--- src/rtl/pipeline_hazard_ctrl.sv ---
// Hazard controller for a 5-stage pipeline: operand forwarding, load-use stalls,
// branch/jump flushes and an external whole-pipeline hold, with event counters.
module pipeline_hazard_ctrl #(
  parameter int FLUSH_CYCLES = 1,
  parameter int CNT_W        = 16
) (
  input  logic             clk,
  input  logic             reset,
  input  logic [4:0]       id_rs,
  input  logic [4:0]       id_rt,
  input  logic             id_valid,
  input  logic [4:0]       ex_rs,
  input  logic [4:0]       ex_rt,
  input  logic [4:0]       ex_rd,
  input  logic             ex_mem_read,
  input  logic             ex_reg_write,
  input  logic [4:0]       dm_rd,
  input  logic             dm_reg_write,
  input  logic [4:0]       wb_rd,
  input  logic             wb_reg_write,
  input  logic             branch_taken_ex,
  input  logic             jump_id,
  input  logic             stall_req,
  output logic             pc_write,
  output logic             if_id_write,
  output logic             if_id_flush,
  output logic             id_ex_bubble,
  output logic             pipe_hold,
  output logic [1:0]       fwd_a,
  output logic [1:0]       fwd_b,
  output logic [1:0]       state,
  output logic [CNT_W-1:0] stall_count,
  output logic [CNT_W-1:0] flush_count
);

  typedef enum logic [1:0] {
    RUN   = 2'b00,
    FLUSH = 2'b01,
    HOLD  = 2'b10
  } state_t;

  localparam logic [1:0] FL_RELOAD   = 2'(FLUSH_CYCLES - 1);
  localparam bit         MULTI_FLUSH = (FLUSH_CYCLES > 1);

  state_t           r_state;
  state_t           r_ret_state;
  logic [1:0]       r_flush_left;
  logic [CNT_W-1:0] r_stall_cnt;
  logic [CNT_W-1:0] r_flush_cnt;
  logic             w_lu;
  logic             w_unused;

  // Counters stick at all-ones instead of wrapping.
  function automatic logic [CNT_W-1:0] sat_inc(input logic [CNT_W-1:0] v);
    return (&v) ? v : v + {{(CNT_W-1){1'b0}}, 1'b1};
  endfunction

  // The EX-stage write enable plays no part in hazard detection.
  assign w_unused = ex_reg_write;

  assign w_lu = id_valid && ex_mem_read && (ex_rd != 5'd0) &&
                ((ex_rd == id_rs) || (ex_rd == id_rt));

  assign state       = r_state;
  assign stall_count = r_stall_cnt;
  assign flush_count = r_flush_cnt;

  // Operand forwarding: the younger EX/DM result beats the DM/WB result.
  always_comb begin
    fwd_a = 2'b00;
    fwd_b = 2'b00;
    if (reset) begin
      fwd_a = 2'b00;
      fwd_b = 2'b00;
    end else begin
      if (dm_reg_write && (dm_rd != 5'd0) && (dm_rd == ex_rs))      fwd_a = 2'b10;
      else if (wb_reg_write && (wb_rd != 5'd0) && (wb_rd == ex_rs)) fwd_a = 2'b01;
      else                                                          fwd_a = 2'b00;
      if (dm_reg_write && (dm_rd != 5'd0) && (dm_rd == ex_rt))      fwd_b = 2'b10;
      else if (wb_reg_write && (wb_rd != 5'd0) && (wb_rd == ex_rt)) fwd_b = 2'b01;
      else                                                          fwd_b = 2'b00;
    end
  end

  // Mealy pipeline controls from current state and this cycle's requests.
  always_comb begin
    pc_write     = 1'b1;
    if_id_write  = 1'b1;
    if_id_flush  = 1'b0;
    id_ex_bubble = 1'b0;
    pipe_hold    = 1'b0;
    if (reset) begin
      pc_write    = 1'b0;
      if_id_write = 1'b0;
    end else begin
      case (r_state)
        RUN: begin
          if (stall_req) begin
            pc_write    = 1'b0;
            if_id_write = 1'b0;
            pipe_hold   = 1'b1;
          end else if (branch_taken_ex) begin
            if_id_flush  = 1'b1;
            id_ex_bubble = 1'b1;
          end else if (w_lu) begin
            pc_write     = 1'b0;
            if_id_write  = 1'b0;
            id_ex_bubble = 1'b1;
          end else if (jump_id) begin
            if_id_flush = 1'b1;
          end else begin
            pc_write = 1'b1;
          end
        end
        FLUSH: begin
          if (stall_req) begin
            pc_write    = 1'b0;
            if_id_write = 1'b0;
            pipe_hold   = 1'b1;
          end else begin
            if_id_flush  = 1'b1;
            id_ex_bubble = 1'b1;
          end
        end
        HOLD: begin
          pc_write    = 1'b0;
          if_id_write = 1'b0;
          pipe_hold   = 1'b1;
        end
        default: begin
          pc_write = 1'b1;
        end
      endcase
    end
  end

  // State, flush countdown, return state and statistics counters.
  always_ff @(posedge clk or posedge reset) begin
    if (reset) begin
      r_state      <= RUN;
      r_ret_state  <= RUN;
      r_flush_left <= 2'd0;
      r_stall_cnt  <= '0;
      r_flush_cnt  <= '0;
    end else begin
      case (r_state)
        RUN: begin
          if (stall_req) begin
            r_state     <= HOLD;
            r_ret_state <= RUN;
          end else if (branch_taken_ex) begin
            r_flush_cnt <= sat_inc(r_flush_cnt);
            if (MULTI_FLUSH) begin
              r_state      <= FLUSH;
              r_flush_left <= FL_RELOAD;
            end
          end else if (w_lu) begin
            r_stall_cnt <= sat_inc(r_stall_cnt);
          end
        end
        FLUSH: begin
          if (stall_req) begin
            r_state     <= HOLD;
            r_ret_state <= FLUSH;
          end else if (branch_taken_ex) begin
            r_flush_cnt  <= sat_inc(r_flush_cnt);
            r_flush_left <= FL_RELOAD;
          end else if (r_flush_left <= 2'd1) begin
            r_state      <= RUN;
            r_flush_left <= 2'd0;
          end else begin
            r_flush_left <= r_flush_left - 2'd1;
          end
        end
        HOLD: begin
          if (!stall_req) r_state <= r_ret_state;
        end
        default: begin
          r_state      <= RUN;
          r_flush_left <= 2'd0;
        end
      endcase
    end
  end

endmodule

--- config.mk ---
export PLATFORM = sky130hd
export DESIGN_NAME = pipeline_hazard_ctrl
export DESIGN_NICKNAME = d
export VERILOG_FILES = /design/src/rtl/pipeline_hazard_ctrl.sv
export SDC_FILE = /design/constraint.sdc
export NUM_CORES = 1
export LEC_CHECK = 0
export ABC_CLOCK_PERIOD_IN_PS = 7900
export CAP_MARGIN = 0
export CORE_MARGIN = 2
export CORE_UTILIZATION = 40
export DETAILED_ROUTE_END_ITERATION = 8
export GPL_ROUTABILITY_DRIVEN = 0
export PLACE_DENSITY = 0.76
export SLEW_MARGIN = 10
export SYNTH_ARGS = -nofsm -noshare
export SYNTH_HDL_FRONTEND = slang
export SYNTH_SLANG_ARGS = --single-unit
export TNS_END_PERCENT = 20
--- constraint.sdc ---
create_clock -name clk -period 7.9 [get_ports clk]
set_input_delay 1.58 -clock clk [delete_from_list [all_inputs] [get_ports clk]]
set_output_delay 1.58 -clock clk [all_outputs]
set_load 0.02 [all_outputs]
Fig. 1: routing congestion map
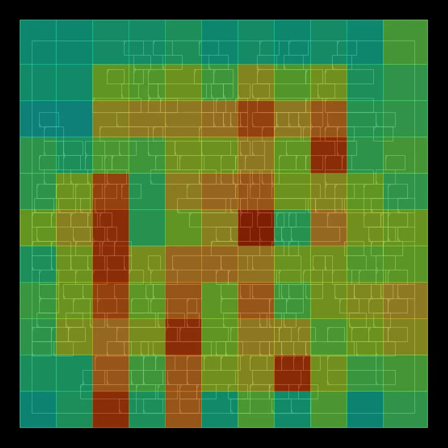
met1 usage: 20.9%
DR WL/cell: 14.1 µm
met2 GRT Util: 30.5%
M3 GR Usage: 5.93%
GRT busiest layer: met2

Fig. 2: placement density heat map
The die is cut into 8 by 8 equal tiles; dark blue is low, red is high, 0 to 100% covered.
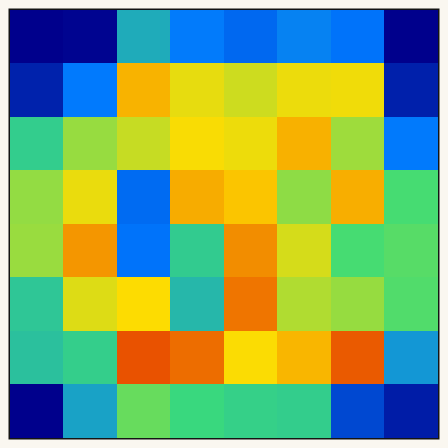
fullest tile: 91%
mean over tiles: 52%
nearly empty tiles: 6.2%
post-layout util: 61.9%
Core ar.: 5140 µm²
fp util: 41.9%

Fig. 3: gate-type map
Scale bar: 20 µm.
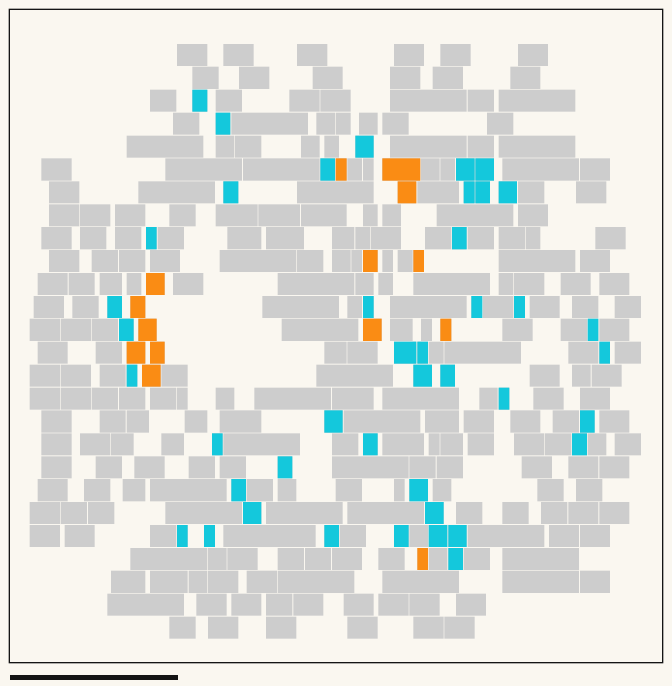
legend:
  orange:
    family: NOR gates
    cells: 14
    most_used: nor4_1
  cyan:
    family: NAND gates
    cells: 42
    most_used: nand3_1
fraction of area in multi-input gates: 36.5%
Commonest Layout Cell: clkdlybuf4s50_1

Fig. 4: clock distribution
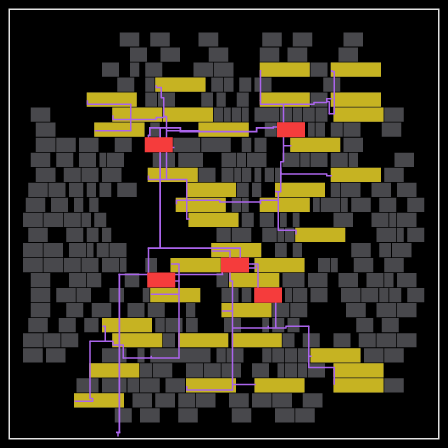
legend:
  red:
    item: clock drivers
    count: 5
  purple:
    item: clock wires
    length: 447 µm
  yellow:
    item: flip-flops
    count: 37
routed clock nets: 6
clk latency late pin: 0.29 ns
Final Skew: 0.00929 ns

==> per-layer routing <==
metal | vias up | part of all wire, %
met3 | 10 | 7.8
met5 | - | 0
met2 | 81 | 49
met4 | 0 | 2.1
met1 | 897 | 42
li1 | 933 | -
==> placed cells by master, fill, tap and decap left out, drive strengths merged <==
cell,n
clkdlybuf4s50,86
xnor2,43
dfrtp,37
nand3,17
xor2,14
nand2,13
a21oi,11
nand4,10
and3,8
clkbuf,7
inv,6
nor4,5
nor2,4
a31oi,4
or4,4
and4,3
o211ai,3
nor3,3
mux2,3
and2,3
o22ai,2
and3b,2
o21ai,2
a21boi,2
ha,2
or3,1
o311a,1
a311oi,1
nor3b,1
nor2b,1
nand2b,1
nand3b,1
bufinv,1
buf,1
==> per-stage QoR <==
step | area [µm²] | std cells | setup slack (ns)
finish | 3180 | 373 | 2.28
global route | 3180 | 373 | 2.19
CTS | 3180 | 373 | 2.28
detailed placement | 3070 | 365 | 2.30
floorplan | 2160 | 214 | 2.54
global placement | 3070 | 365 | 2.28
==> state kept, by name, summed over array words and instances, names as in the netlist <==
signal and count:
stall_count 16, r_flush_left 2, r_ret_state 1, flush_count 16, state 2
==> layout make-up <==
| type | count | area [µm²] | area share (%) |
|---|---|---|---|
| inverters | 6 | 22.5 | 0.708 |
| repair buffers | 87 | 868 | 27.3 |
| clock inverters | 1 | 30.0 | 0.943 |
| well taps | 70 | 87.6 | 2.75 |
| clock buffers | 7 | 86.3 | 2.71 |
| multi-input cells | 165 | 1160 | 36.5 |
| flip-flops and latches | 37 | 926 | 29.1 |
==> power breakdown <==
group          switching, W  leakage (nW)  internal, W
Sequential        0.0000177         0.496     0.000202
Combinational     0.0000556         0.733    0.0000658
Clock             0.0000648        0.0585     0.000103
Total              0.000138          1.29     0.000371
==> flow_summary.toml <==
# physical design summary
[outcome]
outcome = "completed"

[logic_synthesis]
async_flop_share_pct = 100
simple_gate_area_share_pct = 20.4
synth-edff-count = 0
ys_sh_adder_pct = 1.16
ff_type = "dfrtp_1"
topCellsByArea = "dfrtp_1, xnor2_1, xor2_1"
ys_sh_aoi_pct = 7.66
netlist_instances = 214
yosys_cells = 214
avgSynthCellArea_um2 = 10.1

[sta]
post-route-min-period_ns = 5.62
slew_viol_final = 0
worst_pin_slew_ns = 0.596
relSlewSlack_pct = 60.2

[floorplanning]
io_pins = 88
die_width_um = 77.4
die_h_um = 77.4
die_area_um2 = 5990

[worst_setup_path]
cp.arrival_ns = 4.04
r2r_cells = 6
crit_fanout = 4
slowest_stage = "clkdlybuf4s50_1"
timing.rr.start = "stall_count[0]$_DFFE_PP0P_"
crit_family = "buffers and inverters"
cp_slowest_stage_delay_ns = 0.66
crit_top_cell = "clkdlybuf4s50_1"

[grt]
grt_pass1_vias = 1947
grt_first_pass_wirelength_um = 8610
grt_max_degree = 40

[pwr]
vdd_ir_drop_max_mv = 0.0799
power_density_nw_per_um2 = 160
finalPower_w = 0.000509

[cts]
root_buffer = "clkbuf_8"
clockBufferDepth = 2
clkTransAtPathRegs_ns = 0.07
hold_buffers = 0
numCtsBuffers = 5
cts_tree = "done"

[finish]
syn_to_final_growth_pct = 47.6
layout.nets = 349

[routing]
firstDrtPassIters = 4
via_per_inst = 5.15
drt_wl_total_um = 5250

[flow_run]
drv_cap = 0
warnings = 27

[placed_design]
dp_hpwl_um = 4130
No activity file was given, so power comes from the tool's default toggle rates.
